### Met2 routing, run 1

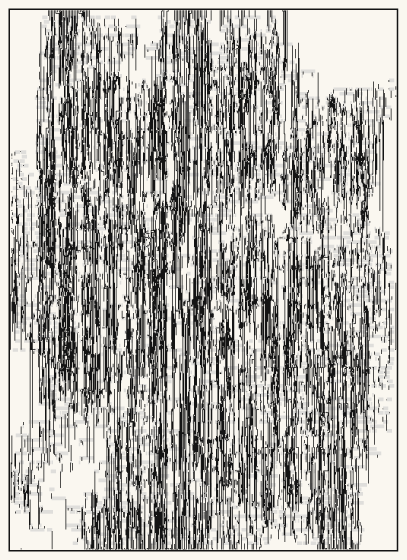
### The metal 3 layer, run 1

Scale bar: 50 µm.
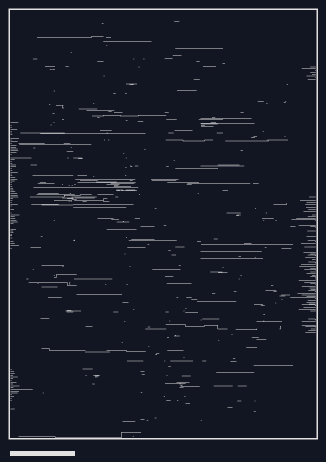
### Cell classes on the final placement, run 1

Fill, decap, tap and diode cells in gray.
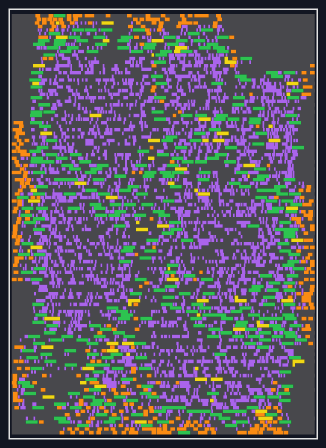
### I/O nets highlighted, run 1

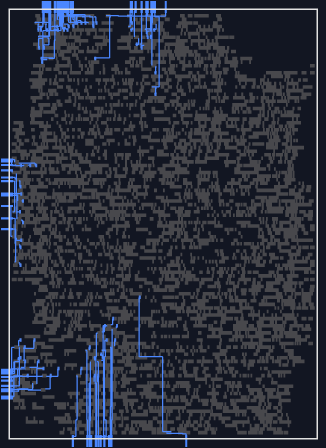
### src/rtl/safety_island_dma_nd_midend_if.sv
`default_nettype none
// ============================================================================
// safety_island_dma_nd_midend_if : N-D job / 1D backend bundle for the midend
// Revision: 1.0
// ============================================================================
interface safety_island_dma_nd_midend_if #(
  parameter int ADDR_WIDTH   = 32,
  parameter int TF_LEN_WIDTH = 24,
  parameter int REP_WIDTH    = 16,
  parameter int NUM_DIMS     = 3
);
  logic                                  nd_valid;
  logic                                  nd_ready;
  logic [ADDR_WIDTH-1:0]                 src_addr;
  logic [ADDR_WIDTH-1:0]                 dst_addr;
  logic [TF_LEN_WIDTH-1:0]               length;
  logic [(NUM_DIMS-1)*ADDR_WIDTH-1:0]    src_stride;
  logic [(NUM_DIMS-1)*ADDR_WIDTH-1:0]    dst_stride;
  logic [(NUM_DIMS-1)*REP_WIDTH-1:0]     reps;
  logic                                  be_valid;
  logic                                  be_ready;
  logic [ADDR_WIDTH-1:0]                 be_src;
  logic [ADDR_WIDTH-1:0]                 be_dst;
  logic [TF_LEN_WIDTH-1:0]               be_len;
  logic                                  be_last;
  logic                                  be_rsp_valid;
  logic                                  be_rsp_err;
  logic                                  nd_done;
  logic                                  nd_err;
  logic                                  busy;

  // Environment side: frontend job source plus backend model
  modport master (
    output nd_valid, src_addr, dst_addr, length, src_stride, dst_stride, reps,
    output be_ready, be_rsp_valid, be_rsp_err,
    input  nd_ready, be_valid, be_src, be_dst, be_len, be_last,
    input  nd_done, nd_err, busy
  );

  modport slave (
    input  nd_valid, src_addr, dst_addr, length, src_stride, dst_stride, reps,
    input  be_ready, be_rsp_valid, be_rsp_err,
    output nd_ready, be_valid, be_src, be_dst, be_len, be_last,
    output nd_done, nd_err, busy
  );
endinterface
`default_nettype wire

### src/rtl/safety_island_dma_nd_midend.sv
`default_nettype none
// ============================================================================
// safety_island_dma_nd_midend : splits an N-D DMA job into strided 1D transfers
// Revision: 1.0
// ============================================================================
module safety_island_dma_nd_midend #(
  parameter int ADDR_WIDTH      = 32,
  parameter int TF_LEN_WIDTH    = 24,
  parameter int REP_WIDTH       = 16,
  parameter int NUM_DIMS        = 3,
  parameter int MAX_OUTSTANDING = 4
) (
  input  logic clk_i,
  input  logic rst_i,
  safety_island_dma_nd_midend_if.slave bus
);

  localparam int OD    = NUM_DIMS - 1;
  localparam int OUT_W = $clog2(MAX_OUTSTANDING + 1);

  localparam logic [1:0] ST_IDLE  = 2'd0;
  localparam logic [1:0] ST_ISSUE = 2'd1;
  localparam logic [1:0] ST_DRAIN = 2'd2;
  localparam logic [1:0] ST_DONE  = 2'd3;

  logic [1:0]              state;
  logic [TF_LEN_WIDTH-1:0] len_q;
  logic [ADDR_WIDTH-1:0]   src_str_q [OD];
  logic [ADDR_WIDTH-1:0]   dst_str_q [OD];
  logic [REP_WIDTH-1:0]    reps_q    [OD];
  logic [REP_WIDTH-1:0]    idx_q     [OD];
  logic [ADDR_WIDTH-1:0]   row_src_q [OD];
  logic [ADDR_WIDTH-1:0]   row_dst_q [OD];
  logic [OUT_W-1:0]        outstanding;
  logic                    err_q;

  logic [REP_WIDTH-1:0]    idx_n     [OD];
  logic [ADDR_WIDTH-1:0]   row_src_n [OD];
  logic [ADDR_WIDTH-1:0]   row_dst_n [OD];
  logic [OD-1:0]           wrap;
  logic                    last;
  logic                    carry;
  logic                    be_valid;
  logic                    hs;
  logic                    rsp_cnt;
  logic                    job_zero;
  logic [OUT_W-1:0]        outstanding_n;

  assign be_valid = (state == ST_ISSUE) && (outstanding < OUT_W'(MAX_OUTSTANDING));
  assign hs       = be_valid && bus.be_ready;
  assign rsp_cnt  = bus.be_rsp_valid && (outstanding != '0);
  assign last     = &wrap;

  always_comb begin
    wrap     = '0;
    job_zero = (bus.length == '0);
    for (int d = 0; d < OD; d++) begin
      wrap[d] = (idx_q[d] == reps_q[d] - REP_WIDTH'(1));
      if (bus.reps[d*REP_WIDTH +: REP_WIDTH] == '0) job_zero = 1'b1;
    end
  end

  always_comb begin
    outstanding_n = outstanding;
    if (hs && !rsp_cnt)      outstanding_n = outstanding + OUT_W'(1);
    else if (!hs && rsp_cnt) outstanding_n = outstanding - OUT_W'(1);
  end

  // Odometer step: lowest non-wrapping dimension increments, every row base
  // at or below it restarts from that dimension's next row address.
  always_comb begin
    idx_n     = idx_q;
    row_src_n = row_src_q;
    row_dst_n = row_dst_q;
    carry     = 1'b1;
    for (int d = 0; d < OD; d++) begin
      if (carry) begin
        if (wrap[d]) begin
          idx_n[d] = '0;
        end else begin
          idx_n[d] = idx_q[d] + REP_WIDTH'(1);
          carry    = 1'b0;
          for (int j = 0; j < OD; j++) begin
            if (j <= d) begin
              row_src_n[j] = row_src_q[d] + src_str_q[d];
              row_dst_n[j] = row_dst_q[d] + dst_str_q[d];
            end
          end
        end
      end
    end
  end

  always_ff @(posedge clk_i or posedge rst_i) begin
    if (rst_i) begin
      state       <= ST_IDLE;
      len_q       <= '0;
      outstanding <= '0;
      err_q       <= 1'b0;
      for (int d = 0; d < OD; d++) begin
        src_str_q[d] <= '0;
        dst_str_q[d] <= '0;
        reps_q[d]    <= '0;
        idx_q[d]     <= '0;
        row_src_q[d] <= '0;
        row_dst_q[d] <= '0;
      end
    end else begin
      outstanding <= outstanding_n;
      if (rsp_cnt && bus.be_rsp_err) err_q <= 1'b1;
      case (state)
        ST_IDLE: begin
          if (bus.nd_valid) begin
            len_q <= bus.length;
            err_q <= job_zero;
            state <= job_zero ? ST_DONE : ST_ISSUE;
            for (int d = 0; d < OD; d++) begin
              src_str_q[d] <= bus.src_stride[d*ADDR_WIDTH +: ADDR_WIDTH];
              dst_str_q[d] <= bus.dst_stride[d*ADDR_WIDTH +: ADDR_WIDTH];
              reps_q[d]    <= bus.reps[d*REP_WIDTH +: REP_WIDTH];
              idx_q[d]     <= '0;
              row_src_q[d] <= bus.src_addr;
              row_dst_q[d] <= bus.dst_addr;
            end
          end
        end
        ST_ISSUE: begin
          if (hs) begin
            if (last) begin
              state <= ST_DRAIN;
            end else begin
              idx_q     <= idx_n;
              row_src_q <= row_src_n;
              row_dst_q <= row_dst_n;
            end
          end
        end
        ST_DRAIN: begin
          if (outstanding_n == '0) state <= ST_DONE;
        end
        default: begin
          state <= ST_IDLE;
        end
      endcase
    end
  end

  assign bus.nd_ready = (state == ST_IDLE);
  assign bus.be_valid = be_valid;
  assign bus.be_src   = row_src_q[0];
  assign bus.be_dst   = row_dst_q[0];
  assign bus.be_len   = len_q;
  assign bus.be_last  = last;
  assign bus.nd_done  = (state == ST_DONE);
  assign bus.nd_err   = (state == ST_DONE) && err_q;
  assign bus.busy     = (state != ST_IDLE) || (outstanding != '0);

endmodule
`default_nettype wire

### src/flat_wrapper.sv
// flat-port wrapper written by rule: the top's interface ports become plain ports
module safety_island_dma_nd_midend_flat 
#(
  parameter int ADDR_WIDTH      = 32,
  parameter int TF_LEN_WIDTH    = 24,
  parameter int REP_WIDTH       = 16,
  parameter int NUM_DIMS        = 3,
  parameter int MAX_OUTSTANDING = 4
)
  (clk_i, rst_i, bus_nd_valid, bus_src_addr, bus_dst_addr, bus_length, bus_src_stride, bus_dst_stride, bus_reps, bus_be_ready, bus_be_rsp_valid, bus_be_rsp_err, bus_nd_ready, bus_be_valid, bus_be_src, bus_be_dst, bus_be_len, bus_be_last, bus_nd_done, bus_nd_err, bus_busy);
  safety_island_dma_nd_midend_if #(.ADDR_WIDTH(ADDR_WIDTH), .TF_LEN_WIDTH(TF_LEN_WIDTH), .REP_WIDTH(REP_WIDTH), .NUM_DIMS(NUM_DIMS)) bus_i ();
  input  logic clk_i;
  input  logic rst_i;
  input wire logic [$bits(bus_i.nd_valid)-1:0] bus_nd_valid;
  input wire logic [$bits(bus_i.src_addr)-1:0] bus_src_addr;
  input wire logic [$bits(bus_i.dst_addr)-1:0] bus_dst_addr;
  input wire logic [$bits(bus_i.length)-1:0] bus_length;
  input wire logic [$bits(bus_i.src_stride)-1:0] bus_src_stride;
  input wire logic [$bits(bus_i.dst_stride)-1:0] bus_dst_stride;
  input wire logic [$bits(bus_i.reps)-1:0] bus_reps;
  input wire logic [$bits(bus_i.be_ready)-1:0] bus_be_ready;
  input wire logic [$bits(bus_i.be_rsp_valid)-1:0] bus_be_rsp_valid;
  input wire logic [$bits(bus_i.be_rsp_err)-1:0] bus_be_rsp_err;
  output wire logic [$bits(bus_i.nd_ready)-1:0] bus_nd_ready;
  output wire logic [$bits(bus_i.be_valid)-1:0] bus_be_valid;
  output wire logic [$bits(bus_i.be_src)-1:0] bus_be_src;
  output wire logic [$bits(bus_i.be_dst)-1:0] bus_be_dst;
  output wire logic [$bits(bus_i.be_len)-1:0] bus_be_len;
  output wire logic [$bits(bus_i.be_last)-1:0] bus_be_last;
  output wire logic [$bits(bus_i.nd_done)-1:0] bus_nd_done;
  output wire logic [$bits(bus_i.nd_err)-1:0] bus_nd_err;
  output wire logic [$bits(bus_i.busy)-1:0] bus_busy;
  assign bus_i.nd_valid = bus_nd_valid;
  assign bus_i.src_addr = bus_src_addr;
  assign bus_i.dst_addr = bus_dst_addr;
  assign bus_i.length = bus_length;
  assign bus_i.src_stride = bus_src_stride;
  assign bus_i.dst_stride = bus_dst_stride;
  assign bus_i.reps = bus_reps;
  assign bus_i.be_ready = bus_be_ready;
  assign bus_i.be_rsp_valid = bus_be_rsp_valid;
  assign bus_i.be_rsp_err = bus_be_rsp_err;
  assign bus_nd_ready = bus_i.nd_ready;
  assign bus_be_valid = bus_i.be_valid;
  assign bus_be_src = bus_i.be_src;
  assign bus_be_dst = bus_i.be_dst;
  assign bus_be_len = bus_i.be_len;
  assign bus_be_last = bus_i.be_last;
  assign bus_nd_done = bus_i.nd_done;
  assign bus_nd_err = bus_i.nd_err;
  assign bus_busy = bus_i.busy;
  safety_island_dma_nd_midend #(.ADDR_WIDTH(ADDR_WIDTH), .TF_LEN_WIDTH(TF_LEN_WIDTH), .REP_WIDTH(REP_WIDTH), .NUM_DIMS(NUM_DIMS), .MAX_OUTSTANDING(MAX_OUTSTANDING)) u_core (.clk_i(clk_i), .rst_i(rst_i), .bus(bus_i));
endmodule
### config.mk
export PLATFORM = sky130hd
export DESIGN_NAME = safety_island_dma_nd_midend_flat
export DESIGN_NICKNAME = d
export VERILOG_FILES = /design/src/rtl/safety_island_dma_nd_midend_if.sv /design/src/rtl/safety_island_dma_nd_midend.sv /design/src/flat_wrapper.sv
export SDC_FILE = /design/constraint.sdc
export NUM_CORES = 1
export LEC_CHECK = 0
export ABC_AREA = 1
export CAP_MARGIN = 10
export CORE_ASPECT_RATIO = 1.4
export CORE_UTILIZATION = 35
export CTS_BUF_LIST = sky130_fd_sc_hd__clkbuf_4 sky130_fd_sc_hd__clkbuf_8 sky130_fd_sc_hd__clkbuf_16
export DETAILED_ROUTE_END_ITERATION = 8
export GPL_ROUTABILITY_DRIVEN = 1
export MAX_ROUTING_LAYER = met4
export PLACE_DENSITY = 0.57
export SETUP_SLACK_MARGIN = 0.05
export SYNTH_ARGS = -nofsm -noshare
export SYNTH_HDL_FRONTEND = slang
export SYNTH_SLANG_ARGS = --single-unit
### constraint.sdc
create_clock -name clk_i -period 22.4 [get_ports clk_i]
set_clock_uncertainty 0.2 [all_clocks]
set_input_delay 2.24 -clock clk_i [delete_from_list [all_inputs] [get_ports clk_i]]
set_output_delay 2.24 -clock clk_i [all_outputs]
set_load 0.02 [all_outputs]
==> run notes, run 1 <==
The run finished, with violations left. The checks that failed: DRC. The mean area per synthesized cell came out at 6.52 µm². Yosys reports a chip area of 26,400 µm². The worst register-to-register path has a setup slack of 17.83 ns.

The sum of met3 wire segment lengths after detailed routing is 3.73 mm, and the number of stages on the worst hold path is 2. The final net count was 4,668; the latest clock arrival within the worst-skew pair was 0.61 ns. The tools report the root buffer selected by CTS as sky130_fd_sc_hd__clkbuf_16. The critical path goes through inv_2, ha_1, inv_1, nand2_1, nand2_1, nor2_1, nand3_1, nor2_1, nand2_1, nor2_1, nand3_1, nor2_1, nand3_1, nor2_1, clkdlybuf4s50_1. The routed layout reports a DRC error count of 13. The report counts max-capacitance violations totalling 0. The tools report the launching point of the worst reg2reg path as u_core.state[1].

With the peak clock frequency supported by timing at 165 MHz, the largest driver fanout on the critical path is 7. Area growth from synthesis to layout: 19.9%. With the share of total power in the clock network at 0.135, the number of primary I/O pins is 348. Across all layers, the routed design uses 26.5k vias. Final core utilization: 0.426. The critical path startpoint category is a flip-flop. The overall track demand over capacity in global routing was 0.277.

The worst register-to-register path has a depth of 15. Final critical-path required period: 6.06 ns. The final wirelength was 103 mm; the die width was 234 µm. At the end of routability-driven placement, the weighted congestion stood at 0.967. The run gives 31,600 µm² as the summed area of non-filler cells in the final layout. The worst path meets setup with 16.34 ns of slack.

The via count normalized by instance count came out at 5.04. Post-synth the commonest register cell is sky130_fd_sc_hd__dfrtp_1. The tools report the number of cells in the design after placement as 5,189.

The net switching fraction of the power is 0.535. The worst ir drop on vdd was 0.0870 mV. Worst slew margin relative to its limit: 0.249.

STA classifies the critical path endpoint as an output port. The run gives 0 for the number of warning messages in the yosys log. The run gives 76,500 µm² as the overall chip area.

Clock-pin slew was measured on the worst setup and hold paths at 0.06 ns. The initial cell density of the core came out at 0.355. Logic gate share of total power: 0.636. In this run the post-CTS setup repair buffer count came out at 0. Yosys mapped a number of flops with a built-in enable equal to 0. The class of the most critical hold timing path was flip-flop to flip-flop. Per STA, the highest per-stage delay on the worst path measures 0.66 ns. The first routing iteration left 1,777 violations.

The met1 routed wirelength after detailed routing was 40.5 mm. Data arrives at the worst endpoint at 3.62 ns. The detailed-route wire length per cell was 19.6 µm. With the internal power consumption at 2.46 mW, the number of storage elements in the synthesis netlist is 350. The proportion of register bits with asynchronous set or reset after synthesis is 1.00, and the synthesized netlist net count is 4,440.

Per the OpenROAD power report, switching power amounts to 2.84 mW. The number of global-route vias before repair was 26.5k. The HPWL after detailed placement is 80.4 mm. The slew at the pin closest to its max-slew limit was 1.13 ns; the share of the clock period used by the worst path was 0.270. The run gives 41 for the tally of unique sky130hd cells used after synthesis.
About 'Met2 routing':
wire length on this layer = 53.9 mm
share of all routed wire = 52%
longest straight run = 117 µm
main direction = vertical
nets with wire on the layer = 3,590

About 'The metal 3 layer':
nets with wire on the layer = 326
main direction = horizontal

About 'Cell classes on the final placement':
orange -> remaining buffers and delay cells  # cells 366
yellow -> clock drivers and dummy loads  # cells 73
green -> registers  # cells 350
purple -> remaining logic cells  # cells 3,513

About 'I/O nets highlighted':
blue -> `bus_src_stride`  # bits 64, direction input, edge 31 north, 21 west, 12 south, end cells 64, buffers 64, wire 2,360 µm

==> run 1: per-layer routing <==
metal	vias up	global-route usage
met5	-	-
met4	0	0.123
met3	202	0.0251
met2	633	0.496
met1	12315	0.309
li1	13389	-
==> run 1: cells by family after synthesis <==
logic type	Yosys count	share of synthesized area
AND/OR/NAND/NOR	2509	0.394
buffers and inverters	526	0.0883
AND-OR/OR-AND	410	0.0815
flip-flops	350	0.332
adder cells (fa/ha/maj)	140	0.0676
XOR/XNOR	111	0.0369
==> run 1: synthesized netlist by cell type (all sizes together), types with 27 or more instances <==
cell type     n  area, µm²
nor3         80        400
nand2      1570       5900
nand4        66        413
clkbuf       67        251
o21ai       195        976
dfrtp       350       8760
inv         342       1280
nor2        412       1640
buf         116        788
a21oi       176        881
xor2         84        736
nand3       328       1670
xnor2        27        236
ha          136       1700
==> run 1: layout by cell type, fill, tap and decap left out, drive strengths merged <==
master and instances:
a21o 9, a31o 1, xor2 84, and2 2, clkbuf 60, nand4 66
nand3b 16, a31oi 2, clkinvlp 6, nor3b 2, nor4 19, xnor2 27
o31ai 1, nand2 1570, nand3 328, a21boi 4, nor2b 1, diode 2
dfrtp 350, or2 9, o21a 5, buf 19, o21bai 16, o211ai 1
ha 136, bufinv 1, nor2 412, o21ai 195, clkdlybuf4s50 347, a21oi 176
clkinv 8, and3 4, nor3 80, fa 4, inv 341
==> run 1: worst max path at each step <==
stage | slack [ns] | startpoint | cells past startpoint | end
final | 16.34 | u_core.reps_q[16] | 15 | bus_be_last
after global routing | 16.07 | u_core.reps_q[16] | 15 | bus_be_last
after CTS | 16.29 | u_core.reps_q[16] | 15 | bus_be_last
after detailed placement | 16.89 | bus_nd_valid | 12 | u_core.bus.be_src[15]
after global placement | 16.90 | bus_nd_valid | 12 | u_core.bus.be_src[15]
after floorplan | 10.25 | rst_i | 1 | u_core.bus.be_dst[0]
==> run 1: state kept, by name (all words and copies together) (netlist names), 32 cells and up <==
name	count
u_core.idx_q	32
u_core.bus.be_src	32
u_core.bus.be_dst	32
u_core.dst_str_q	64
u_core.row_src_q	32
u_core.src_str_q	64
u_core.reps_q	32
u_core.row_dst_q	32
==> run 1: power groups by stage <==
stage	Sequential, mW	Clock (mW)	Combinational (mW)
after floorplan	1.10	0	2.42
after global placement	1.23	0	3.35
after detailed placement	1.22	0	3.36
after CTS	1.22	0.732	3.38
after global routing	1.24	0.751	3.78
final	1.21	0.715	3.37
==> run 1: worst max-delay path, delay by kind of cell (launching register included) <==
family        cells  cell delay, ns
flops             1            0.38
fa+ha+maj         1            0.31
simple gates     11            1.55
buf+inv           3            0.78
==> run 1: area by class of cell <==
type,instances,area (µm²)
Inverter,343,1300
Clock inverter,13,109
Tap cell,960,1200
Antenna cell,2,5.00
Sequential cell,350,8760
Timing Repair Buffer,366,3620
Clock buffer,60,1290
Fill cell,8028,42700
Multi-Input combinational cell,3170,15300
--- run 2 (diff from run 1) ---
Clock period 22.4 ns to 6 ns, I/O delays scaled along.
### I/O nets highlighted, run 2

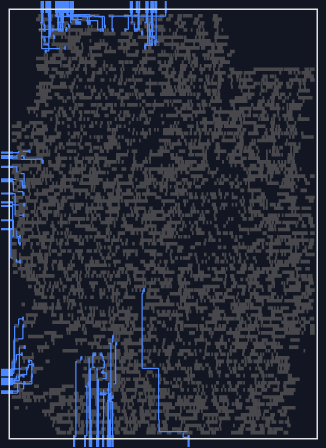
blue -> `bus_src_stride`  # bits 64, direction input, edge 31 north, 21 west, 12 south, end cells 64, buffers 64, wire 2,010 µm

==> run 2 against run 1 <==
  * The flow still finishes with violations (DRC)
  * Core utilization increased by 0.21 points
  * Non-clock buffer count increased by 7
  * Synthesized cell count unchanged
  * Clock power increased to 3.8 times the previous value
  * Clock-buffer cell count increased by 2
  * Synthesized area unchanged
  * Sequential power increased to 3.8 times the previous value
  * Register-to-register slack got worse by 16 ns
  * Sequential cell count unchanged
  * Worst setup slack got worse by 15 ns
  * Critical path depth decreased by 2
  * Worst hold slack got worse by 0.15 ns
  * Largest cell class unchanged
  * Highest routed layer unchanged
==> run notes, run 2 <==
TritonCTS built the clock tree. The class of the most critical hold timing path is input port to asynchronous set/reset pin. STA classifies the critical path startpoint as a flip-flop. The clock net sink count is 350, and the CTS clock-pin slew for the worst setup and hold paths is 0.06 ns (about the same). The type of the worst setup path was flip-flop to output port. The logs give 41 (unchanged) for the tally of unique sky130hd cells used after synthesis and 26.7k (+0.74%) for the number of global-route vias before repair. The run gives 0.61 ns (about the same) for the latest clock arrival within the worst-skew pair. The run gives 0 (unchanged) for the buffers inserted during post-CTS setup optimization. Share of the clock period used by the worst path: 0.733. The number of cells in the design after placement came out at 5,196 (+0.13%). Input and output buffers added on the ports amount to 347. The detailed-route wire length per cell is 19.4 µm (-0.96%), and the total congestion overflow is 0.

Yosys reports that the most numerous cell types are sky130_fd_sc_hd__nand2_1 (1,566), sky130_fd_sc_hd__nor2_1 (390), sky130_fd_sc_hd__dfrtp_1 (350), sky130_fd_sc_hd__inv_1 (331), sky130_fd_sc_hd__nand3_1 (324). Area growth from synthesis to layout: 20.5%. The overall chip area came out at 76,500 µm² (unchanged). In this build the clock could be raised as far as 227 MHz. The most frequently used library cell after synthesis is sky130_fd_sc_hd__nand2_1. Signal arrival time at the worst endpoint: 3.60 ns (-0.02 ns).

The element type at the critical path end was an output port. The overall track demand over capacity in global routing is 0.275 (-0.00220). Number of cells on the worst reg-to-reg path: 17 (+2). The final antenna diode count came out at 0 (-2).

The tools report the data required time of the critical path as 5.20 ns. The worst slew margin relative to its limit is 0.255 (+0.00534). The run gives 4,674 (+0.13%) as the final net count. The tools report the violation count after the first detailed-route iteration as 1,689 (-5.0%). The synthesized netlist net count was 4,440 (unchanged); the detailed-router iteration count before antenna repair was 9.

The largest registers in the layout are u_core.dst_str_q x64, u_core.src_str_q x64. The fraction of synthesized cell area taken by the top area cell type is 0.332 (unchanged). The tools report the number of primary I/O pins as 348 (unchanged). The via count normalized by instance count is 5.05 (+0.23%), and the slew at the pin closest to its max-slew limit is 1.12 ns (-0.0107 ns). The run gives 26.7k (+0.42%) as the total via count after detailed routing. The proportion of register bits with asynchronous set or reset after synthesis works out to 1.00 (unchanged). The commonest register cell after synthesis is sky130_fd_sc_hd__dfrtp_1.

Largest driver fanout on the critical path: 7 (unchanged). The largest area contributor in the synthesized netlist is sky130_fd_sc_hd__dfrtp_1. The number of violations of the max-capacitance limit is 0 (unchanged), and the final core utilization is 0.428 (+0.00214). The flow ran to the end, but the final reports show violations. The number of buffers created by CTS came out at 42. Entering global routing, the biggest net connects 129 pins. The number of storage elements in the synthesis netlist is 350 (unchanged), and the die width is 234 µm (unchanged). The smallest clock period supported by the final layout is computed as 4.40 ns.

The initial cell density of the core is 0.355 (unchanged). The placer's final routability congestion estimate was 0.973 (+0.64%); the post-synth tally of flip-flops with integrated enable was 0 (unchanged). Mean area per synthesized cell: 6.52 µm² (unchanged). The library cell used most frequently in the layout, excluding fill and tap cells, is sky130_fd_sc_hd__nand2_1. Area figure in the yosys stat output: 26,400 µm² (unchanged). The run gives 11 (-2) as the DRC violations left. The tools report the worst ir drop on vdd as 0.273 mV (+210%).

The final reports fail on DRC. Half-perimeter wire length after placement: 81.2 mm (+0.94%). Summed area of non-filler cells in the final layout: 31,800 µm² (+0.50%).
### Placement view, run 2

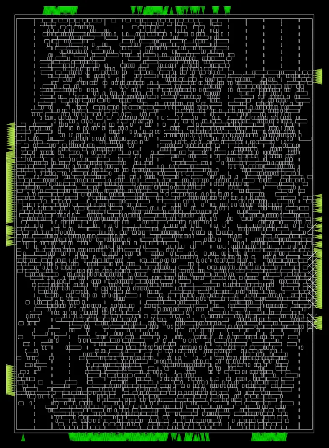
Final Non-Filler Cells: 5,274
Core Region: 74,300 µm²

run 2: cell types whose count changed in the layout (fill, tap and decap cells not counted), sizes merged:
| cell | before | now |
|---|---|---|
| diode | 2 | 0 |
| clkinvlp | 6 | 5 |
| clkinv | 8 | 11 |
| clkbuf | 60 | 62 |
| bufinv | 1 | 2 |
| buf | 19 | 26 |
run 2: routing by layer:
metal,vias to the layer above,GRT usage,part of all wire
li1,13387,-,-
met2,641,0.488,0.52
met5,-,-,0
met4,0,0.120,0.047
met3,181,0.0256,0.038
met1,12442,0.311,0.40
run 2: path summary, 6_finish.rpt:
check                           slack, ns                   from               endpoint
max in group asynchronous            4.40                  rst_i   u_core.src_str_q[39]
worst max register to register       1.61      u_core.reps_q[16]  u_core.bus.be_src[15]
worst max-delay path                 1.60      u_core.reps_q[16]            bus_be_last
worst min register to register       0.28  u_core.bus.be_len[20]  u_core.bus.be_len[20]
worst min-delay path                 0.13                  rst_i   u_core.dst_str_q[41]
min in group clk_i                   0.28  u_core.bus.be_len[20]  u_core.bus.be_len[20]
run 2: cells by family (layout without fill, tap and decap cells):
| group | count (synthesis) | count (layout) | share of synthesized area |
|---|---|---|---|
| simple gates | 2509 | 2509 | 0.394 |
| compound gates | 410 | 410 | 0.0815 |
| xor+xnor | 111 | 111 | 0.0369 |
| fa+ha+maj | 140 | 140 | 0.0676 |
| flops | 350 | 350 | 0.332 |
| buf+inv | 526 | 794 | 0.0883 |
run 2: area by class of cell:
cell class	count	area, µm²
clock buffer	62	1300
inverter	343	1300
multi-input combinational	3170	15300
tap	960	1200
fill	8009	42500
timing repair buffer	373	3730
sequential	350	8760
clock inverter	16	155
run 2: power breakdown:
part           switching, mW  leakage [nW]  total (mW)  internal (mW)
clock                   1.14         0.722        2.74           1.60
sequential              1.13          4.35        4.54           3.41
combinational           8.35          10.9        12.6           4.29
run 2: critical path, cell delays in order (launching register included):
cell and delay, ns:
sky130_fd_sc_hd__dfrtp_1 0.40, sky130_fd_sc_hd__inv_2 0.11, sky130_fd_sc_hd__ha_1 0.26, sky130_fd_sc_hd__nand2_1 0.12
sky130_fd_sc_hd__nor2_2 0.17, sky130_fd_sc_hd__nand3_1 0.10, sky130_fd_sc_hd__nand3_1 0.11, sky130_fd_sc_hd__nand2_1 0.11
sky130_fd_sc_hd__nor2_1 0.10, sky130_fd_sc_hd__nand2_1 0.08, sky130_fd_sc_hd__nor2_1 0.14, sky130_fd_sc_hd__nand3_1 0.33
sky130_fd_sc_hd__nor2_1 0.33, sky130_fd_sc_hd__clkdlybuf4s50_1 0.66
run 2: through the flow:
step / hold slack [ns] / total power, mW / worst slack, ns
2_1_floorplan: 0.248 / 13.1 / 0.514
3_3_place_gp: 0.262 / 17.2 / 1.70
4_1_cts: 0.109 / 20.1 / 1.54
3_5_place_dp: 0.264 / 17.2 / 1.66
5_1_grt: 0.139 / 21.7 / 1.29
6_report: 0.127 / 19.9 / 1.60
Power figures rest on the tool's default switching activity, not on a simulated workload.
